Figure 1. Met3 routing (run 1).
Bar = 20 um.
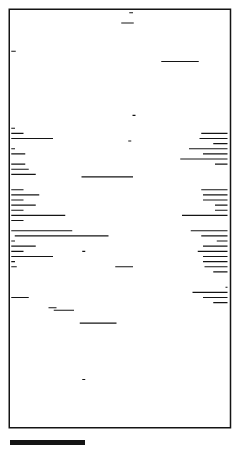
Figure 2. Logic cells by family (run 1).
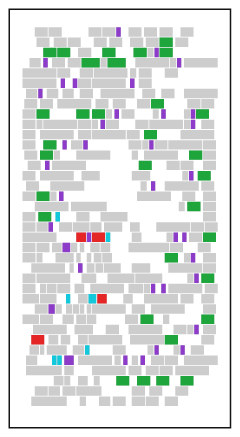
Figure 3. Track usage over the die (run 1).
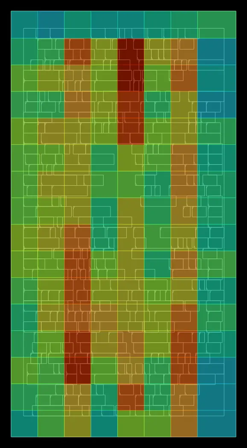
File: config.mk
export PLATFORM = sky130hd
export DESIGN_NAME = fifo_arbiter_flat
export DESIGN_NICKNAME = d
export VERILOG_FILES = /design/src/rtl/fifo_pkg.sv /design/src/rtl/fifo_arbiter_if.sv /design/src/rtl/fifo_arbiter_rr_pick3.sv /design/src/rtl/fifo_arbiter.sv /design/src/flat_wrapper.sv
export SDC_FILE = /design/constraint.sdc
export NUM_CORES = 1
export LEC_CHECK = 0
export ABC_AREA = 0
export CORE_ASPECT_RATIO = 2
export CORE_MARGIN = 3
export CORE_UTILIZATION = 39
export DETAILED_ROUTE_END_ITERATION = 12
export PLACE_DENSITY_LB_ADDON = 0.3
export SLEW_MARGIN = 20
export SYNTH_ARGS = -nofsm -noshare
export SYNTH_HDL_FRONTEND = slang
export SYNTH_SLANG_ARGS = --single-unit
File: constraint.sdc
create_clock -name clk -period 2.26 [get_ports clk]
set_clock_uncertainty 0.15 [all_clocks]
set_input_delay 0.678 -clock clk [delete_from_list [all_inputs] [get_ports clk]]
set_output_delay 0.678 -clock clk [all_outputs]
set_load 0.02 [all_outputs]
File: src/rtl/fifo_pkg.sv
// Shared encodings for the 8-entry FIFO and the scheduler in front of it.
package fifo_pkg;

    localparam int DEPTH = 8;

    // FIFO controller states, as seen on the FIFO side.
    typedef enum logic [2:0] {
        FIFO_INIT     = 3'd0,
        FIFO_WRITE    = 3'd1,
        FIFO_READ     = 3'd2,
        FIFO_WR_ERROR = 3'd3,
        FIFO_RD_ERROR = 3'd4,
        FIFO_NO_OP    = 3'd5
    } fifo_state_e;

    // Scheduler state, exported on the state port.
    typedef enum logic [1:0] {
        ARB_IDLE  = 2'b00,
        ARB_WRITE = 2'b01,
        ARB_READ  = 2'b10,
        ARB_STALL = 2'b11
    } arb_state_e;

    // Positions on the round-robin ring W0 -> W1 -> RD -> W0.
    localparam logic [1:0] REQ_W0 = 2'd0;
    localparam logic [1:0] REQ_W1 = 2'd1;
    localparam logic [1:0] REQ_RD = 2'd2;

endpackage

File: src/rtl/fifo_arbiter_if.sv
// Producer/consumer request side and FIFO strobe side of the scheduler.
interface fifo_arbiter_if #(
    parameter int DATA_WIDTH = 32,
    parameter int CNT_W      = 4
);
    logic                  req0;
    logic                  req1;
    logic [DATA_WIDTH-1:0] din0;
    logic [DATA_WIDTH-1:0] din1;
    logic                  rd_req;
    logic                  wr_en;
    logic                  rd_en;
    logic [DATA_WIDTH-1:0] wr_data;
    logic                  gnt0;
    logic                  gnt1;
    logic                  rd_gnt;
    logic [CNT_W-1:0]      occ;
    logic                  full;
    logic                  empty;
    logic [1:0]            state;

    // Requesters drive the requests and observe grants/strobes.
    modport master (
        output req0, req1, din0, din1, rd_req,
        input  wr_en, rd_en, wr_data, gnt0, gnt1, rd_gnt, occ, full, empty, state
    );

    // The scheduler consumes requests and drives everything else.
    modport slave (
        input  req0, req1, din0, din1, rd_req,
        output wr_en, rd_en, wr_data, gnt0, gnt1, rd_gnt, occ, full, empty, state
    );
endinterface

File: src/rtl/fifo_arbiter_rr_pick3.sv
// Three-way round-robin picker: search starts one past the last winner.
module rr_pick3 (
    input  logic [2:0] elig_i,
    input  logic [1:0] last_i,
    output logic [2:0] pick_o,
    output logic       valid_o
);
    import fifo_pkg::*;

    // Walk the ring in order starting after last_i; first eligible wins.
    always_comb begin
        pick_o = 3'b000;
        case (last_i)
            REQ_W0: begin
                if      (elig_i[1]) pick_o = 3'b010;
                else if (elig_i[2]) pick_o = 3'b100;
                else if (elig_i[0]) pick_o = 3'b001;
            end
            REQ_W1: begin
                if      (elig_i[2]) pick_o = 3'b100;
                else if (elig_i[0]) pick_o = 3'b001;
                else if (elig_i[1]) pick_o = 3'b010;
            end
            default: begin
                if      (elig_i[0]) pick_o = 3'b001;
                else if (elig_i[1]) pick_o = 3'b010;
                else if (elig_i[2]) pick_o = 3'b100;
            end
        endcase
    end

    assign valid_o = |elig_i;

endmodule

File: src/rtl/fifo_arbiter.sv
// Scheduler sharing one FIFO between two producers and one consumer.
// Keeps a shadow occupancy so the FIFO never sees an illegal operation.
module fifo_arbiter #(
    parameter int DATA_WIDTH = 32,
    parameter int DEPTH      = fifo_pkg::DEPTH,
    parameter int CNT_W      = 4
) (
    input logic           clk,
    input logic           reset_n,
    fifo_arbiter_if.slave bus
);
    import fifo_pkg::*;

    localparam logic [CNT_W-1:0] DEPTH_C = CNT_W'(DEPTH);
    localparam logic [CNT_W-1:0] ONE_C   = CNT_W'(1);

    logic                  wr_en_q,   wr_en_d;
    logic                  rd_en_q,   rd_en_d;
    logic                  gnt0_q,    gnt0_d;
    logic                  gnt1_q,    gnt1_d;
    logic                  rd_gnt_q,  rd_gnt_d;
    logic [DATA_WIDTH-1:0] wr_data_q, wr_data_d;
    logic [CNT_W-1:0]      occ_q,     occ_d;
    logic [1:0]            last_q,    last_d;
    arb_state_e            state_q,   state_d;

    logic       full_w;
    logic       empty_w;
    logic [2:0] elig;
    logic [2:0] pick;
    logic       pick_vld;

    assign full_w  = (occ_q == DEPTH_C);
    assign empty_w = (occ_q == '0);

    // A requester granted in this cycle sits out the next edge.
    assign elig[0] = bus.req0   && !full_w  && !gnt0_q;
    assign elig[1] = bus.req1   && !full_w  && !gnt1_q;
    assign elig[2] = bus.rd_req && !empty_w && !rd_gnt_q;

    rr_pick3 u_pick (
        .elig_i  (elig),
        .last_i  (last_q),
        .pick_o  (pick),
        .valid_o (pick_vld)
    );

    // Next-state: load strobes/grants for the winner, or idle/stall.
    always_comb begin
        wr_en_d   = 1'b0;
        rd_en_d   = 1'b0;
        gnt0_d    = 1'b0;
        gnt1_d    = 1'b0;
        rd_gnt_d  = 1'b0;
        wr_data_d = wr_data_q;
        occ_d     = occ_q;
        last_d    = last_q;
        state_d   = ARB_IDLE;
        if (pick_vld && pick[0]) begin
            wr_en_d   = 1'b1;
            gnt0_d    = 1'b1;
            wr_data_d = bus.din0;
            occ_d     = occ_q + ONE_C;
            last_d    = REQ_W0;
            state_d   = ARB_WRITE;
        end else if (pick_vld && pick[1]) begin
            wr_en_d   = 1'b1;
            gnt1_d    = 1'b1;
            wr_data_d = bus.din1;
            occ_d     = occ_q + ONE_C;
            last_d    = REQ_W1;
            state_d   = ARB_WRITE;
        end else if (pick_vld && pick[2]) begin
            rd_en_d   = 1'b1;
            rd_gnt_d  = 1'b1;
            occ_d     = occ_q - ONE_C;
            last_d    = REQ_RD;
            state_d   = ARB_READ;
        end else if (((bus.req0 || bus.req1) && full_w) || (bus.rd_req && empty_w)) begin
            // Someone is waiting only because of the occupancy limits.
            state_d   = ARB_STALL;
        end
    end

    // State register; reset parks the pointer on RD so W0 goes first.
    always_ff @(posedge clk or negedge reset_n) begin
        if (!reset_n) begin
            wr_en_q   <= 1'b0;
            rd_en_q   <= 1'b0;
            gnt0_q    <= 1'b0;
            gnt1_q    <= 1'b0;
            rd_gnt_q  <= 1'b0;
            wr_data_q <= '0;
            occ_q     <= '0;
            last_q    <= REQ_RD;
            state_q   <= ARB_IDLE;
        end else begin
            wr_en_q   <= wr_en_d;
            rd_en_q   <= rd_en_d;
            gnt0_q    <= gnt0_d;
            gnt1_q    <= gnt1_d;
            rd_gnt_q  <= rd_gnt_d;
            wr_data_q <= wr_data_d;
            occ_q     <= occ_d;
            last_q    <= last_d;
            state_q   <= state_d;
        end
    end

    assign bus.wr_en   = wr_en_q;
    assign bus.rd_en   = rd_en_q;
    assign bus.gnt0    = gnt0_q;
    assign bus.gnt1    = gnt1_q;
    assign bus.rd_gnt  = rd_gnt_q;
    assign bus.wr_data = wr_data_q;
    assign bus.occ     = occ_q;
    assign bus.full    = full_w;
    assign bus.empty   = empty_w;
    assign bus.state   = state_q;

endmodule

File: src/flat_wrapper.sv
// flat-port wrapper written by rule: the top's interface ports become plain ports
module fifo_arbiter_flat import fifo_pkg::*;
#(
    parameter int DATA_WIDTH = 32,
    parameter int DEPTH      = fifo_pkg::DEPTH,
    parameter int CNT_W      = 4
)
  (clk, reset_n, bus_req0, bus_req1, bus_din0, bus_din1, bus_rd_req, bus_wr_en, bus_rd_en, bus_wr_data, bus_gnt0, bus_gnt1, bus_rd_gnt, bus_occ, bus_full, bus_empty, bus_state);
  fifo_arbiter_if #(.DATA_WIDTH(DATA_WIDTH), .CNT_W(CNT_W)) bus_i ();
  input logic clk;
  input logic reset_n;
  input wire logic [$bits(bus_i.req0)-1:0] bus_req0;
  input wire logic [$bits(bus_i.req1)-1:0] bus_req1;
  input wire logic [$bits(bus_i.din0)-1:0] bus_din0;
  input wire logic [$bits(bus_i.din1)-1:0] bus_din1;
  input wire logic [$bits(bus_i.rd_req)-1:0] bus_rd_req;
  output wire logic [$bits(bus_i.wr_en)-1:0] bus_wr_en;
  output wire logic [$bits(bus_i.rd_en)-1:0] bus_rd_en;
  output wire logic [$bits(bus_i.wr_data)-1:0] bus_wr_data;
  output wire logic [$bits(bus_i.gnt0)-1:0] bus_gnt0;
  output wire logic [$bits(bus_i.gnt1)-1:0] bus_gnt1;
  output wire logic [$bits(bus_i.rd_gnt)-1:0] bus_rd_gnt;
  output wire logic [$bits(bus_i.occ)-1:0] bus_occ;
  output wire logic [$bits(bus_i.full)-1:0] bus_full;
  output wire logic [$bits(bus_i.empty)-1:0] bus_empty;
  output wire logic [$bits(bus_i.state)-1:0] bus_state;
  assign bus_i.req0 = bus_req0;
  assign bus_i.req1 = bus_req1;
  assign bus_i.din0 = bus_din0;
  assign bus_i.din1 = bus_din1;
  assign bus_i.rd_req = bus_rd_req;
  assign bus_wr_en = bus_i.wr_en;
  assign bus_rd_en = bus_i.rd_en;
  assign bus_wr_data = bus_i.wr_data;
  assign bus_gnt0 = bus_i.gnt0;
  assign bus_gnt1 = bus_i.gnt1;
  assign bus_rd_gnt = bus_i.rd_gnt;
  assign bus_occ = bus_i.occ;
  assign bus_full = bus_i.full;
  assign bus_empty = bus_i.empty;
  assign bus_state = bus_i.state;
  fifo_arbiter #(.DATA_WIDTH(DATA_WIDTH), .DEPTH(DEPTH), .CNT_W(CNT_W)) u_core (.clk(clk), .reset_n(reset_n), .bus(bus_i));
endmodule
==> notes.md, run 1 <==
STA classifies the critical path startpoint as a flop. The clock tree has to reach 44 sinks. During I/O placement, the number of pins put on the boundary was 114.

The count of flip-flops with a built-in enable after synthesis came out at 0. Clock tree synthesis selected as its root buffer the cell clkbuf_8. The tools report the sequential element share of the synthesized area as 0.517. Maximum cell stage delay along the critical path: 0.65 ns. For this design, the CTS-stage hold fixing added 0 buffers.

The portion of synthesized cell area occupied by the leading cell type was 0.505. Per the OpenROAD floorplan log, the area of the die is 6440 um^2. The layout-stage area growth over the synthesis result works out to 67.0%. Once detailed placement completed, the half-perimeter wirelength came to 4510 um.

Switching part of the total power: 0.400. Counting every instance in the synthesized netlist gives 197. The number of antenna violations at the first check in global routing came out at 0. In this run the standard cell core region covers 5230 um^2.

The final critical-path required period works out to 2.23 ns. TritonCTS built the clock tree. The initialized floorplan defines 37 standard-cell rows. The run gives 113 for the count of port buffers added during placement. The number of buffer and inverter stages on the critical path works out to 1. The run finished with clean final reports. For this run, the post-layout net count is 398. A synthesized cell averages 10.8 um^2.

Of all cell types, the one taking the most synthesized area is dfrtp_1. With fillers left out, the area of the finished cells amounts to 3560 um^2. The post-route DRC violation count was 0; the final routed wirelength across all metal layers was 5630 um. According to the Yosys statistics, the synthesized design has a chip area of 2130 um^2. Among logic cells in the layout, the one with the most instances is clkdlybuf4s50_1.

The H-tree was split into 2 levels. The number of cells on the worst reg-to-reg path is 8. Per the final timing report, the hold violations number 0. The dominant register cell in the synthesized netlist was dfrtp_1. Before any placement, the netlist area is recorded as 2130 um^2.

The tools report the post-route worst setup slack as 0.0331 ns. In this run the tools logged warnings totalling 28. The CTS report gives the tree buffer count as 5.

The final critical-path share of the clock period was 0.985. The tools report the distinct cell type count of the synthesized netlist as 34. The design draws 5.06 mW.

The post-placement cell area is 3430 um^2. The combinational share of power was 0.597; the hold slack was 0.200 ns. The part of the total power dissipated in the clock network is 0.118.

The remaining number of nets flagged by the antenna check after routing is 0, and the post-placement setup slack is -0.362 ns. The internal portion of the total power is 3.03 mW. The first global-routing pass estimated 9110 um of wire.

The setup path with the least slack is of type reg2out. The min-delay analysis places its worst path in the category in2async. The starting utilization of the core area came out at 0.408. At the later pin of the worst-skew pair, clock insertion delay measures 0.29 ns. The power per cell area was 1420 nW/um^2; the final antenna diode count was 0. From the final report, the count of setup violators was given as 0.

For the max-capacitance violation count, the log shows 0. The analysis attributes to cell leakage a power of 1.68 nW. Arrival time of the worst setup path: 1.40 ns. The buffer depth of the longest clock path came out at 2.

The via count of the first global-routing pass was 1931. The run gives 1.43 ns for the required time of the worst setup path. The number of nets at floorplan is 268. The tools report the share of power burned in registers as 0.285.

Looking at the post-CTS report, the setup buffer insertion count equals 0. Traced cell by cell, the critical path runs through clkdlybuf4s50_1. For the total vias in the final route, the log shows 1877. For the maximum number of pins on one net before global-route repair, the log shows 38. Number of stages on the worst setup path: 1.

The run gives 0 for the total global routing overflow. The share of layout cells above drive strength 1 is 0.168, and the post-synthesis async set-or-reset flop share is 1.00. STA lists the maximum fanout along the critical path as 4.

Static timing analysis puts the maximum clock frequency at 0.449 GHz. In the final timing run, aggregate negative setup slack is 0 ns. The run gives 197 for the cell count listed in synth_stat.txt. Per STA, the worst path accumulates the most delay in the family buffers and inverters. The worst setup path is captured at an output pin. The worst relative slew slack came out at 0.657. Counting flops and latches in the post-synthesis netlist gives 44. The final timing report lists a max-slew violation count of 0. The pin closest to its max-slew limit shows a slew of 0.514 ns. The routed design shows a via density per instance of 4.86. The floorplan step set the die width to 58.3 um. The violation count after the first detailed-route iteration is 53, and the clock slew at the register clock pins of the worst setup and hold paths is 0.08 ns.

The synthesis report lists the Yosys warning total as 0. The largest individual stage delay along the critical path comes from the cell clkdlybuf4s50_1. The iteration count recorded for the first detailed-route pass is 4.
## Picture notes: Figure 1
share of all routed wire: 6.2%
nets with wire on the layer: 57

## Picture notes: Figure 2
| family | colour | cells |
|---|---|---|
| AND-OR and OR-AND gates | red | 4 |
| multiplexers | green | 32 |
| NAND gates | purple | 37 |
| inverters | cyan | 7 |

## Picture notes: Figure 3
average wire length per cell after detail routing: 14.6 um
routing usage on met3: 0.0374
global routing usage on met2: 0.341
GRT Resource Usage Total: 0.183
share of the core filled with cells: 0.681

==> run 1: flip-flops by register name, indices dropped and copies added (netlist names) <==
| signal | count |
|---|---|
| u_core.bus.state | 2 |
| u_core.bus.wr_data | 32 |
| u_core.bus.gnt1 | 1 |
| u_core.bus.gnt0 | 1 |
| u_core.bus.wr_en | 1 |
| u_core.bus.rd_en | 1 |
| u_core.last_q | 2 |
| u_core.bus.occ | 4 |
==> run 1: worst paths after layout <==
kind,start,end,slack [ns]
setup / recovery,u_core.bus.occ[3]$_DFFE_PN0P_,bus_occ[3],0.03
hold / removal,reset_n,u_core.bus.occ[1]$_DFFE_PN0P_,0.20
setup reg to reg,u_core.bus.occ[0]$_DFFE_PN0P_,u_core.bus.occ[1]$_DFFE_PN0P_,0.16
hold reg to reg,u_core.bus.wr_data[13]$_DFFE_PN0P_,u_core.bus.wr_data[13]$_DFFE_PN0P_,0.33
max in group asynchronous,reset_n,u_core.bus.occ[2]$_DFFE_PN0P_,1.26
min in group clk,u_core.bus.wr_data[13]$_DFFE_PN0P_,u_core.bus.wr_data[13]$_DFFE_PN0P_,0.33
==> run 1: cells by family after synthesis <==
kind of cell    count (synthesis)  share of synthesized area
buf+inv                        19                     0.0646
simple gates                   54                      0.120
fa+ha+maj                       2                     0.0117
compound gates                 43                      0.124
mux                            32                      0.150
flops                          44                      0.517
xor+xnor                        3                     0.0123
==> run 1: stage by stage <==
| stage | util | std cells |
|---|---|---|
| after floorplan | - | 197 |
| after global placement | 0.655 | 378 |
| after detailed placement | 0.655 | 378 |
| after CTS | 0.679 | 386 |
| after global routing | 0.681 | 386 |
| final | 0.681 | 386 |
==> run 1: metal layers <==
metal,vias up,routed length [um],GRT usage
li1,934,-,-
met1,867,1870,0.183
met2,66,3260,0.341
met3,10,346,0.0374
met4,0,156,0.0820
met5,-,0,0
==> run 1: synth_stat cells (2+ instances only) <==
master and number:
nand2_1 34, inv_1 5, buf_4 3, o21ai_1 24
dfrtp_1 43, xnor2_1 3, o21ai_2 6, ha_1 2
mux2i_1 32, nor3_1 3, clkbuf_1 2, nor2_1 7
buf_6 7, nor2b_1 2, a21oi_1 3, o21ai_0 3
==> run 1: cell type report <==
class / count / area, um^2
timing repair buffer: 135 / 1320
fill: 424 / 1670
multi-input combinational: 134 / 921
inverter: 7 / 28.8
tap: 58 / 72.6
clock buffer: 5 / 68.8
clock inverter: 3 / 42.5
sequential: 44 / 1100
==> run 1: power groups by stage <==
stage	logic, mW	clock network [mW]	registers, mW
2_1_floorplan	1.29	0	1.91
3_3_place_gp	3.02	0	1.43
3_5_place_dp	3.06	0	1.45
4_1_cts	3.07	0.622	1.44
5_1_grt	3.27	0.649	1.49
6_report	3.02	0.599	1.44
==> run 1: timing repair <==
item	4_1_cts	5_1_grt
setup endpoints to repair	34	38
hold endpoints to repair	0	0
resized	11	8
==> run 2, diff against run 1 <==
- CORE_UTILIZATION: 39 -> 40
- CTS_BUF_LIST: unset -> sky130_fd_sc_hd__clkbuf_8
Figure 4. Where the registers sit (run 2).
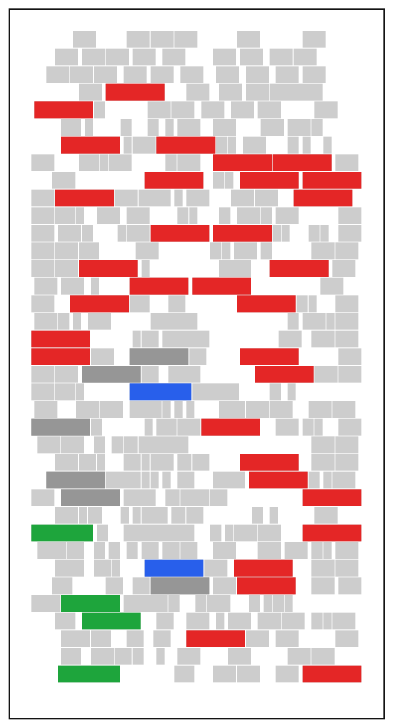
| netlist name | colour | sequential cells |
|---|---|---|
| u_core.bus.wr_data | red | 32 |
| u_core.bus.occ | green | 4 |
| u_core.last_q | blue | 2 |

==> notes.md, run 2 <==
The run finished with clean final reports. The placement row count was 37; the total vias in the final route was 1886. 114 I/O pins were placed.

Ranked by total cell area, the synthesized netlist is headed by dfrtp_1 50%, mux2i_1 15%, nand2_1 6.0%, o21ai_1 5.6%, buf_6 3.7%. After detailed routing, the total wire length is 5730 um. In the CTS report, the clock slew at the register clock pins of the worst setup and hold paths is listed as 0.09 ns. The final power report lists total power as 5.10 mW. The total routing usage reported by global routing was 0.189. Per the run summary, max-cap violations total 0.

Yosys reported a register bit count of 44. With the met1 track demand over resource at 0.185, the via count of the first global-routing pass is 1971. Setup repair after global routing left no endpoint under its margin.

The run gives 0.415 for the starting utilization of the core area. In this run, CTS created clock tree buffers numbering 5. Summed over all instances, the cell type with the most area after synthesis is dfrtp_1. The number of optimization iterations in the first detailed-route pass was 4. Among all flip-flop cells after synthesis, the most frequent one is dfrtp_1. The global routing met2 resource utilization is 0.371. The sum of net half-perimeters after detailed placement was 4610 um. The violation tally recorded at the end of detailed-routing iteration 0 is 54. With the average cell area after synthesis at 10.8 um^2, the worst-case vdd ir drop is 1.01 mV. The layout has 393 filler cells.

The met3 layer usage reported by global route was 0.0391; the transition at the pin with the smallest max-transition slack was 0.423 ns. The number of antenna violations at the first check in global routing came out at 0. The start-to-end type of the worst setup path was reg2out.

Once the clock tree was built, the setup fixing pass inserted 0 buffers. The run gives 2 for the number of levels in the clock H-tree. The routed design shows a wire length per standard cell of 14.9 um. The run gives 2130 um^2 as the area of the mapped netlist. Ranking logic cells in the layout by count gives the top entries 106 x clkdlybuf4s50_1, 41 x dfrtp_1, 34 x nand2_1, 31 x mux2i_1, 24 x o21ai_1.

The top fanout value on the critical path was 4; the post-route DRC violation count was 0. In this build the clock could be raised as far as 0.453 GHz. The total global routing overflow is 0. The run gives 0.695 for the utilization after layout. The run gives 397 for the final net count.

Dividing the detail-routed via count by the number of cells gives 4.90. Per the OpenROAD power report, leakage power amounts to 1.69 nW. The portion of synthesized cell area occupied by the leading cell type was 0.505. Category of the worst setup path launch point: a flop. Relative to the synthesized area, the layout overhead comes to 67.4%. Per the OpenROAD floorplan log, the area of the die is 6300 um^2. The maximum cell stage delay along the critical path is 0.64 ns. The net count after synthesis is 268. The final critical-path share of the clock period was 0.976. The share of layout cells above drive strength 1 is 0.162.

Most instantiated library cell after synthesis: dfrtp_1. Counting flops with a built-in enable in the synthesized netlist gives 0. The tools report the maximum number of pins on one net before global-route repair as 35. For reference, the critical path cell chain is clkdlybuf4s50_1. The number of buffer and inverter stages on the critical path was 1. TritonCTS built the clock tree. The required time of the worst setup path was 1.43 ns; the remaining number of nets flagged by the antenna check after routing was 0.

The worst relative slew slack came out at 0.718. The post-synthesis async set-or-reset flop share came out at 1.00. The register with the most flip-flops in the layout has 32 of them.

The run gives 0 as the final antenna diode count. Synthesis instantiated 34 different standard cells from the library. The first global-routing pass estimated 9090 um of wire.

The number of warnings reported in the stage logs is 27. Sorting the synthesized cells by how often they occur yields 43 x dfrtp_1, 34 x nand2_1, 32 x mux2i_1. Measured along the y axis, the die boundary spans 109 um.

The synthesized netlist was found by Yosys to have 197 cells. With the number of sinks on the clock net at 44, the yosys warning tally is 0. The cell class contributing the biggest share of worst-path delay was buffers and inverters.

Clock insertion delay at the later pin of the skew report: 0.29 ns. CTS reports a maximum clock tree buffer depth of 2. The logs give 1.38 ns for the arrival time of the worst setup path and 5140 um^2 for the placeable core region. The sequential element share of the synthesized area came out at 0.517. Checking hold timing, the worst path is listed with class in2async. The synthesized instance count is 197.

The tools report the critical path capture point type as an output pin. Dividing total power by cell area gives a power density of 1430 nW/um^2. After global routing, the most crowded layer is met2. The count of port buffers added during placement was 113; the count of final hold-check violations was 0. The routed design could run at a clock period as short as 2.21 ns.

The hold buffer count at cts came out at 0. CTS placed an instance of clkbuf_8 at the clock tree root. The critical path's slowest stage uses the library cell clkdlybuf4s50_1. Pins over their slew limit in the final report were tallied at 0. The stat command in Yosys gives a chip area of 2130 um^2. For the global placer's final weighted congestion, the log shows 0.737.

Setup violations remaining at the end of the flow were counted as 0. The run gives 57.6 um for the overall die width.
Figure 5. Logic cells by family (run 2).
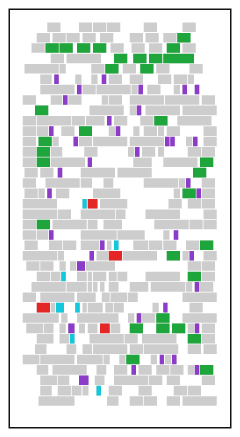
| family | colour | cells |
|---|---|---|
| inverters | cyan | 7 |
| AND-OR and OR-AND gates | red | 4 |
| multiplexers | green | 32 |
| NAND gates | purple | 37 |
Post-Layout Cell Count: 385
logic share of the area: 0.262
most frequent logic cell in the layout: clkdlybuf4s50_1

-- run 2: worst paths after layout --
path | from | endpoint | slack [ns] | depth (start not counted)
setup / recovery | u_core.bus.occ[3]$_DFFE_PN0P_ | bus_occ[3] | 0.05 | 1
hold / removal | reset_n | u_core.bus.wr_data[10]$_DFFE_PN0P_ | 0.16 | 1
setup reg to reg | u_core.bus.occ[0]$_DFFE_PN0P_ | u_core.bus.wr_data[31]$_DFFE_PN0P_ | 0.11 | 9
hold reg to reg | u_core.bus.wr_data[10]$_DFFE_PN0P_ | u_core.bus.wr_data[10]$_DFFE_PN0P_ | 0.33 | 2
max in group asynchronous | reset_n | u_core.bus.wr_data[1]$_DFFE_PN0P_ | 1.21 | 2
min in group clk | u_core.bus.wr_data[10]$_DFFE_PN0P_ | u_core.bus.wr_data[10]$_DFFE_PN0P_ | 0.33 | 2
-- run 2: cell families after synthesis --
kind of cell | count (synthesis) | share of synthesized area
buffers and inverters | 19 | 0.0646
multiplexers | 32 | 0.150
XOR/XNOR | 3 | 0.0123
adder cells (fa/ha/maj) | 2 | 0.0117
AND/OR/NAND/NOR | 54 | 0.120
AND-OR/OR-AND | 43 | 0.124
flip-flops | 44 | 0.517
-- run 2: metal layers --
metal | wire, um | share of wire
met1 | 1830 | 0.32
met4 | 70 | 0.012
met3 | 296 | 0.052
met2 | 3530 | 0.62
met5 | 0 | 0
-- run 2: area by class of cell --
cell class | count | area (um^2) | share of cell area
sequential | 44 | 1100 | 0.309
multi-input combinational | 134 | 935 | 0.262
inverter | 7 | 28.8 | 0.00806
clock inverter | 3 | 42.5 | 0.0119
clock buffer | 5 | 68.8 | 0.0193
timing repair buffer | 134 | 1320 | 0.369
tap | 58 | 72.6 | 0.0203
-- run 2: power breakdown --
group          leakage (nW)  internal, mW  switching [mW]
clock                0.0541         0.327           0.269
sequential            0.533          1.20           0.240
combinational          1.11          1.52            1.55
total                  1.69          3.04            2.06
-- run 2: through the flow --
step / worst slack (ns) / setup TNS, ns / cells / instance area [um^2] / hold WS [ns]
after floorplan: 0.0176 / 0 / 197 / 2130 / 0.232
after global placement: -0.311 / -10.72 / 377 / 3420 / 0.312
after detailed placement: -0.336 / -11.75 / 377 / 3420 / 0.319
after CTS: 0.0134 / 0 / 385 / 3550 / 0.150
after global routing: 0.00389 / 0 / 385 / 3570 / 0.167
final: 0.0541 / 0 / 385 / 3570 / 0.155
-- run 2: repair_timing --
| action | in CTS | in global routing |
|---|---|---|
| endpoints found under the setup margin | 21 | 15 |
| cloned | 0 | 0 |
| resized | 16 | 5 |
Power and IR drop assume default switching activity.
